Fig. 1: layout detail
Bar = 10 µm. Window x 31 to 71, y 0 to 40 µm. Cells in grey, sequential cells in the stronger grey; small squares are vias.
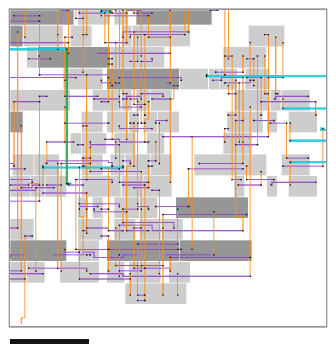
Fig. 2: gate families picked out
Bar = 20 µm.
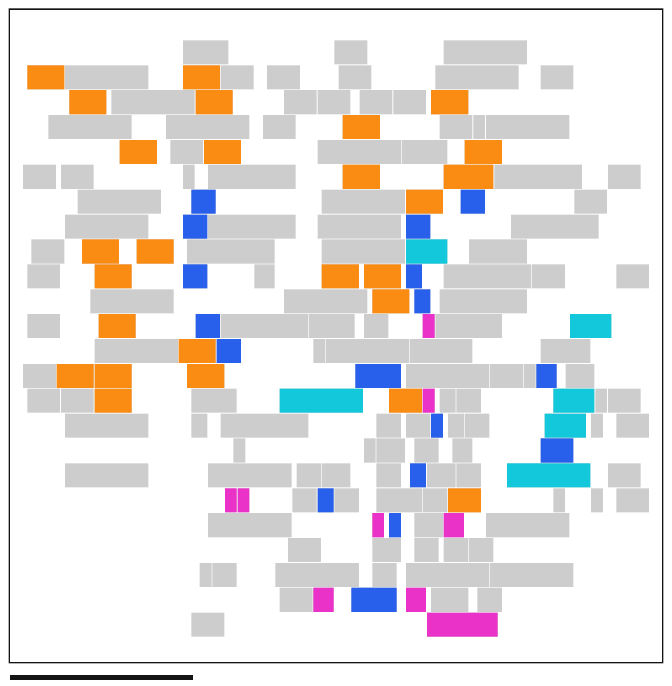
$ cat src/rtl/seven_segments_pkg.sv
// Shared types and constants for the seven-segment display multiplexer.
// Holds the slot state enum, blank pattern, input width and hex glyph table.
package seven_segments_pkg;

  typedef enum logic {
    S_BLANK,
    S_SHOW
  } state_t;

  localparam logic [6:0] SEG_BLANK = 7'h7F;

`ifdef SEVEN_SEGMENTS_HEX_DECODE_EN
  localparam int SEG_IN_W = 4;
`else
  localparam int SEG_IN_W = 7;
`endif

  // Active-high glyphs, bit0=a .. bit6=g.
  localparam logic [6:0] HEX_GLYPH [16] = '{
    7'h3F, 7'h06, 7'h5B, 7'h4F,
    7'h66, 7'h6D, 7'h7D, 7'h07,
    7'h7F, 7'h6F, 7'h77, 7'h7C,
    7'h39, 7'h5E, 7'h79, 7'h71
  };

endpackage

$ cat src/rtl/hex_to_seven_segments.sv
// Hex nibble to active-high seven-segment glyph decoder.
// Ports: nibble (4-bit value in), segments (7-bit glyph out, bit0=a).
module hex_to_seven_segments
  import seven_segments_pkg::*;
(
  input  logic [3:0] nibble,
  output logic [6:0] segments
);

  assign segments = HEX_GLYPH[nibble];

endmodule

$ cat src/rtl/seven_segments_mux.sv
// Time-multiplexed seven-segment driver with dead time and PWM brightness.
// Ports: i_clock, i_reset (async high), i_segments, i_digit_enable,
//   i_brightness in; o_sev_segments, o_digit_select (active-low),
//   o_digit_index, o_frame_start out.
// Optional: define SEVEN_SEGMENTS_HEX_DECODE_EN for 4-bit hex input digits.
module seven_segments_mux
  import seven_segments_pkg::*;
#(
  parameter int NUM_DIGITS   = 2,
  parameter int SHOW_CYCLES  = 64,
  parameter int BLANK_CYCLES = 4
) (
  input  logic                             i_clock,
  input  logic                             i_reset,
  input  logic [NUM_DIGITS*SEG_IN_W-1:0]   i_segments,
  input  logic [NUM_DIGITS-1:0]            i_digit_enable,
  input  logic [3:0]                       i_brightness,
  output logic [6:0]                       o_sev_segments,
  output logic [NUM_DIGITS-1:0]            o_digit_select,
  output logic [((NUM_DIGITS>1) ?
                 $clog2(NUM_DIGITS) : 1)-1:0] o_digit_index,
  output logic                             o_frame_start
);

  localparam int IW = (NUM_DIGITS > 1) ?
                      $clog2(NUM_DIGITS) : 1;
  localparam int SW = $clog2(SHOW_CYCLES);
  localparam int BW = $clog2(BLANK_CYCLES);
  localparam int CW = (SW > BW) ? SW : BW;
  localparam int SH = SW - 4;

  localparam logic [CW-1:0] B_LAST = CW'(BLANK_CYCLES - 1);
  localparam logic [CW-1:0] S_LAST = CW'(SHOW_CYCLES - 1);
  localparam logic [IW-1:0] I_LAST = IW'(NUM_DIGITS - 1);

  if (NUM_DIGITS < 2 || NUM_DIGITS > 8) begin : g_bad_nd
    $error("NUM_DIGITS out of range");
  end
  if (SHOW_CYCLES < 16 ||
      (SHOW_CYCLES & (SHOW_CYCLES - 1)) != 0) begin : g_bad_sc
    $error("SHOW_CYCLES must be a power of two >= 16");
  end
  if (BLANK_CYCLES < 1) begin : g_bad_bc
    $error("BLANK_CYCLES must be >= 1");
  end

  state_t          state;
  state_t          state_n;
  logic [CW-1:0]   cnt;
  logic [CW-1:0]   cnt_n;
  logic [IW-1:0]   idx;
  logic [IW-1:0]   idx_n;
  logic            primed;
  logic            snap_take;
  logic [NUM_DIGITS*SEG_IN_W-1:0] snap_seg;
  logic [NUM_DIGITS-1:0]          snap_en;
  logic [6:0]      pat [NUM_DIGITS];
  logic [CW-1:0]   lvl;
  logic            lit;
  logic [6:0]      seg_n;
  logic [NUM_DIGITS-1:0] sel_n;

  for (genvar k = 0; k < NUM_DIGITS; k++) begin : g_dig
`ifdef SEVEN_SEGMENTS_HEX_DECODE_EN
    hex_to_seven_segments u_hex (
      .nibble   (snap_seg[k*SEG_IN_W +: SEG_IN_W]),
      .segments (pat[k])
    );
`else
    assign pat[k] = snap_seg[k*SEG_IN_W +: SEG_IN_W];
`endif
  end

  // Until the first edge after reset the sequencer is unprimed;
  // that edge is treated as entry into digit 0 blanking so the
  // first frame starts (and snapshots) immediately.
  always_comb begin
    state_n   = state;
    cnt_n     = cnt;
    idx_n     = idx;
    snap_take = 1'b0;
    if (!primed) begin
      state_n   = S_BLANK;
      cnt_n     = '0;
      idx_n     = '0;
      snap_take = 1'b1;
    end else begin
      unique case (state)
        S_BLANK: begin
          if (cnt == B_LAST) begin
            state_n = S_SHOW;
            cnt_n   = '0;
          end else begin
            cnt_n = cnt + 1'b1;
          end
        end
        S_SHOW: begin
          if (cnt == S_LAST) begin
            state_n = S_BLANK;
            cnt_n   = '0;
            if (idx == I_LAST) begin
              idx_n     = '0;
              snap_take = 1'b1;
            end else begin
              idx_n = idx + 1'b1;
            end
          end else begin
            cnt_n = cnt + 1'b1;
          end
        end
      endcase
    end
  end

  // Outputs are registered from next-state values so they line
  // up with the state registers on the same cycle.
  always_comb begin
    lvl   = cnt_n >> SH;
    lit   = (lvl <= CW'(i_brightness));
    seg_n = SEG_BLANK;
    sel_n = '1;
    if (state_n == S_SHOW && snap_en[idx_n]) begin
      sel_n[idx_n] = 1'b0;
      if (lit) seg_n = ~pat[idx_n];
    end
  end

  always_ff @(posedge i_clock or posedge i_reset) begin
    if (i_reset) begin
      state          <= S_BLANK;
      cnt            <= '0;
      idx            <= '0;
      primed         <= 1'b0;
      snap_seg       <= '0;
      snap_en        <= '0;
      o_sev_segments <= SEG_BLANK;
      o_digit_select <= '1;
      o_frame_start  <= 1'b0;
    end else begin
      state          <= state_n;
      cnt            <= cnt_n;
      idx            <= idx_n;
      primed         <= 1'b1;
      if (snap_take) begin
        snap_seg <= i_segments;
        snap_en  <= i_digit_enable;
      end
      o_sev_segments <= seg_n;
      o_digit_select <= sel_n;
      o_frame_start  <= snap_take;
    end
  end

  assign o_digit_index = idx;

endmodule

$ cat config.mk
export PLATFORM = sky130hd
export DESIGN_NAME = seven_segments_mux
export DESIGN_NICKNAME = d
export VERILOG_FILES = /design/src/rtl/seven_segments_pkg.sv /design/src/rtl/hex_to_seven_segments.sv /design/src/rtl/seven_segments_mux.sv
export SDC_FILE = /design/constraint.sdc
export NUM_CORES = 1
export LEC_CHECK = 0
export CORE_UTILIZATION = 33
export DETAILED_ROUTE_END_ITERATION = 12
export HOLD_SLACK_MARGIN = 0.1
export PLACE_DENSITY = 0.55
export SLEW_MARGIN = 5
export SYNTH_ARGS = -nofsm -noshare
export SYNTH_HDL_FRONTEND = slang
export SYNTH_HIERARCHICAL = 1
export SYNTH_SLANG_ARGS = --single-unit
$ cat constraint.sdc
create_clock -name i_clock -period 2.1 [get_ports i_clock]
set_input_delay 0.525 -clock i_clock [delete_from_list [all_inputs] [get_ports i_clock]]
set_output_delay 0.525 -clock i_clock [all_outputs]
set_load 0.005 [all_outputs]
==> run summary <==
die area - 5080 µm²
CP arrival - 2460 ps
Cell area leaders - dfrtp_1, mux2_2, dfstp_2, ha_1, nand3b_1
Ys Warns - 6
Synth Cell Area - 1580 µm²
Core Region - 4470 µm²
Synth flops - 35
port bufs - 32
Antenna Cells - 0
Clock Tree Buf Depth - 2
number of warnings in the stage logs - 29
Global Route Usage Sum - 14.0%
DRC Markers - 4
GR Overflow Total - 0
Fillers - 404
Cell Pwr Density - 637 nW/µm²
Final Hold Viols - 0
Tcrit/Tclk final - 107%
Register Area - 887 µm²
setup TNS - -975 ps
synthesized instance count - 118
M2 GR Usage - 23.3%
initial antenna violation count - 0
DR pass1 iterations - 8
Largest logic family - multiplexers
final WL - 3040 µm
share of layout cells above drive strength 1 - 41.7%
multi-input gate count - 72
Buf/Inv on CP - 0
GRT met1 Usage - 15.3%
MI comb area - 712 µm²
Layout non-clock buf frac - 20.7%
Final Wtd Congestion - 0.782
Compound Share, Synth - 3.79%
GRT busiest layer - met2
num rows - 24
Worst R2R Path Depth - 9
main flop type - dfrtp_1
Design Power - 1.44 mW
met3 usage - 4.92%
Clk Latency, worst-skew pair - 290 ps
clk sink count - 35
DR WL/cell - 13.4 µm
Synth mux share - 18.6%
Worst Setup Slack, final - -151 ps
H-tree depth - 2
syn_nets - 146
Crit. End Element - flip-flop
non-filler cells, final - 227
critical path's top delay family - AND-OR/OR-AND gates
Hold WC Path Type - reg -> reg
Max-Cap Viols - 0
CP Data Required Time - 2310 ps
Via density - 4.73
vias in the first global route - 1180
failing checks - design-rule violations, negative setup slack
Critical Path Source Type - flip-flop
register with the most flip-flops - snap_seg
Synth top area share - 41.1%
Max Clock Skew - 3.97 ps
Seq area share - 39.3%
drt first-iter violations - 55
endpoints failing setup - 7
largest net degree at the start of global routing - 36
pre-CTS setup slack - -201 ps
clock root buffer - clkbuf_8
most numerous cell in the Yosys netlist - dfrtp_1
placed cell areas - 2090 µm²
Largest register FFs - 14
slowest stage delay, CP - 420 ps
fin nets - 202
Mapped Avg Cell Area - 13.4 µm²
top cells by instance count after synthesis - dfrtp_1, mux2_2, dfstp_2, inv_1
adder share - 4.74%
clk cell area share - 3.77%
Inverters - 10
Area-dominant class - registers
area grow syn2layout - 42.5%
Comb/total area - 31.5%
die width - 71.3 µm
Unique cell types - 29
status - finished with violations
worst hold path cell count - 1
post-synth area from yosys stat - 1580 µm²
TritonCTS Buffers - 5
Back to the opening pictures, Fig. 1:
met4 -> green
met2 -> orange
met1 -> purple
met3 -> cyan
netlist names of flops here include = `cnt` (4)
most frequent = buf_4 (16), dfrtp_1 (7), clkdlybuf4s50_1 (7)
sequential cells in the window = 8
cells with their middle in the window = 78

Back to the opening pictures, Fig. 2:
NAND gates -> blue  # cells 17, most used nand3b_1
adder and majority cells -> cyan  # cells 6, most used ha_1, where right middle
NOR gates -> magenta  # cells 9, most used nor2_1
multiplexers -> orange  # cells 26, most used mux2_2

[where the power goes]
group	switching (mW)	internal (mW)	total [mW]
clock network	0.238	0.231	0.470
registers	0.0271	0.722	0.749
logic	0.0801	0.138	0.218
total	0.346	1.09	1.44
[layout by cell type (no fill, tap or decap), types with 2 or more instances in the layout]
cell,count
buf_4,17
clkbuf_8,5
clkdlybuf4s50_1,32
dfrtp_1,26
dfstp_2,9
ha_1,4
ha_4,2
inv_1,9
mux2_2,23
mux2i_1,2
nand2_1,2
nand2b_4,2
nand3_1,4
nand3b_1,7
nor2_1,5
nor2_2,2
xnor2_1,2
xor2_1,2
[kinds of logic after synthesis]
logic type	count (synthesis)
buffers and inverters	11
adders and majority gates	6
and+or+nand+nor	28
AOI/OAI and AO/OA	7
xor gates and xnor gates	4
DFF	35
other	1
muxes	26
[per-layer routing]
metal | vias to the layer above | wire (µm)
met3 | 6 | 153
met1 | 519 | 1220
li1 | 518 | -
met5 | - | 0
met4 | 0 | 52
met2 | 30 | 1620
[worst paths after layout]
| kind | startpoint | endpoint | slack (ps) |
|---|---|---|---|
| max | cnt[2]$_DFF_PP0_ | o_sev_segments[0]$_DFF_PP1_ | -150 |
| min | snap_en[0]$_DFFE_PP0P_ | o_digit_select[0]$_DFF_PP1_ | 430 |
| max reg2reg | cnt[2]$_DFF_PP0_ | o_sev_segments[0]$_DFF_PP1_ | -150 |
| min reg2reg | snap_en[0]$_DFFE_PP0P_ | o_digit_select[0]$_DFF_PP1_ | 430 |
| max in group asynchronous | i_reset | o_sev_segments[4]$_DFF_PP1_ | 1130 |
| min in group asynchronous | i_reset | cnt[2]$_DFF_PP0_ | 640 |
Power is estimated from default activity; no workload was simulated.
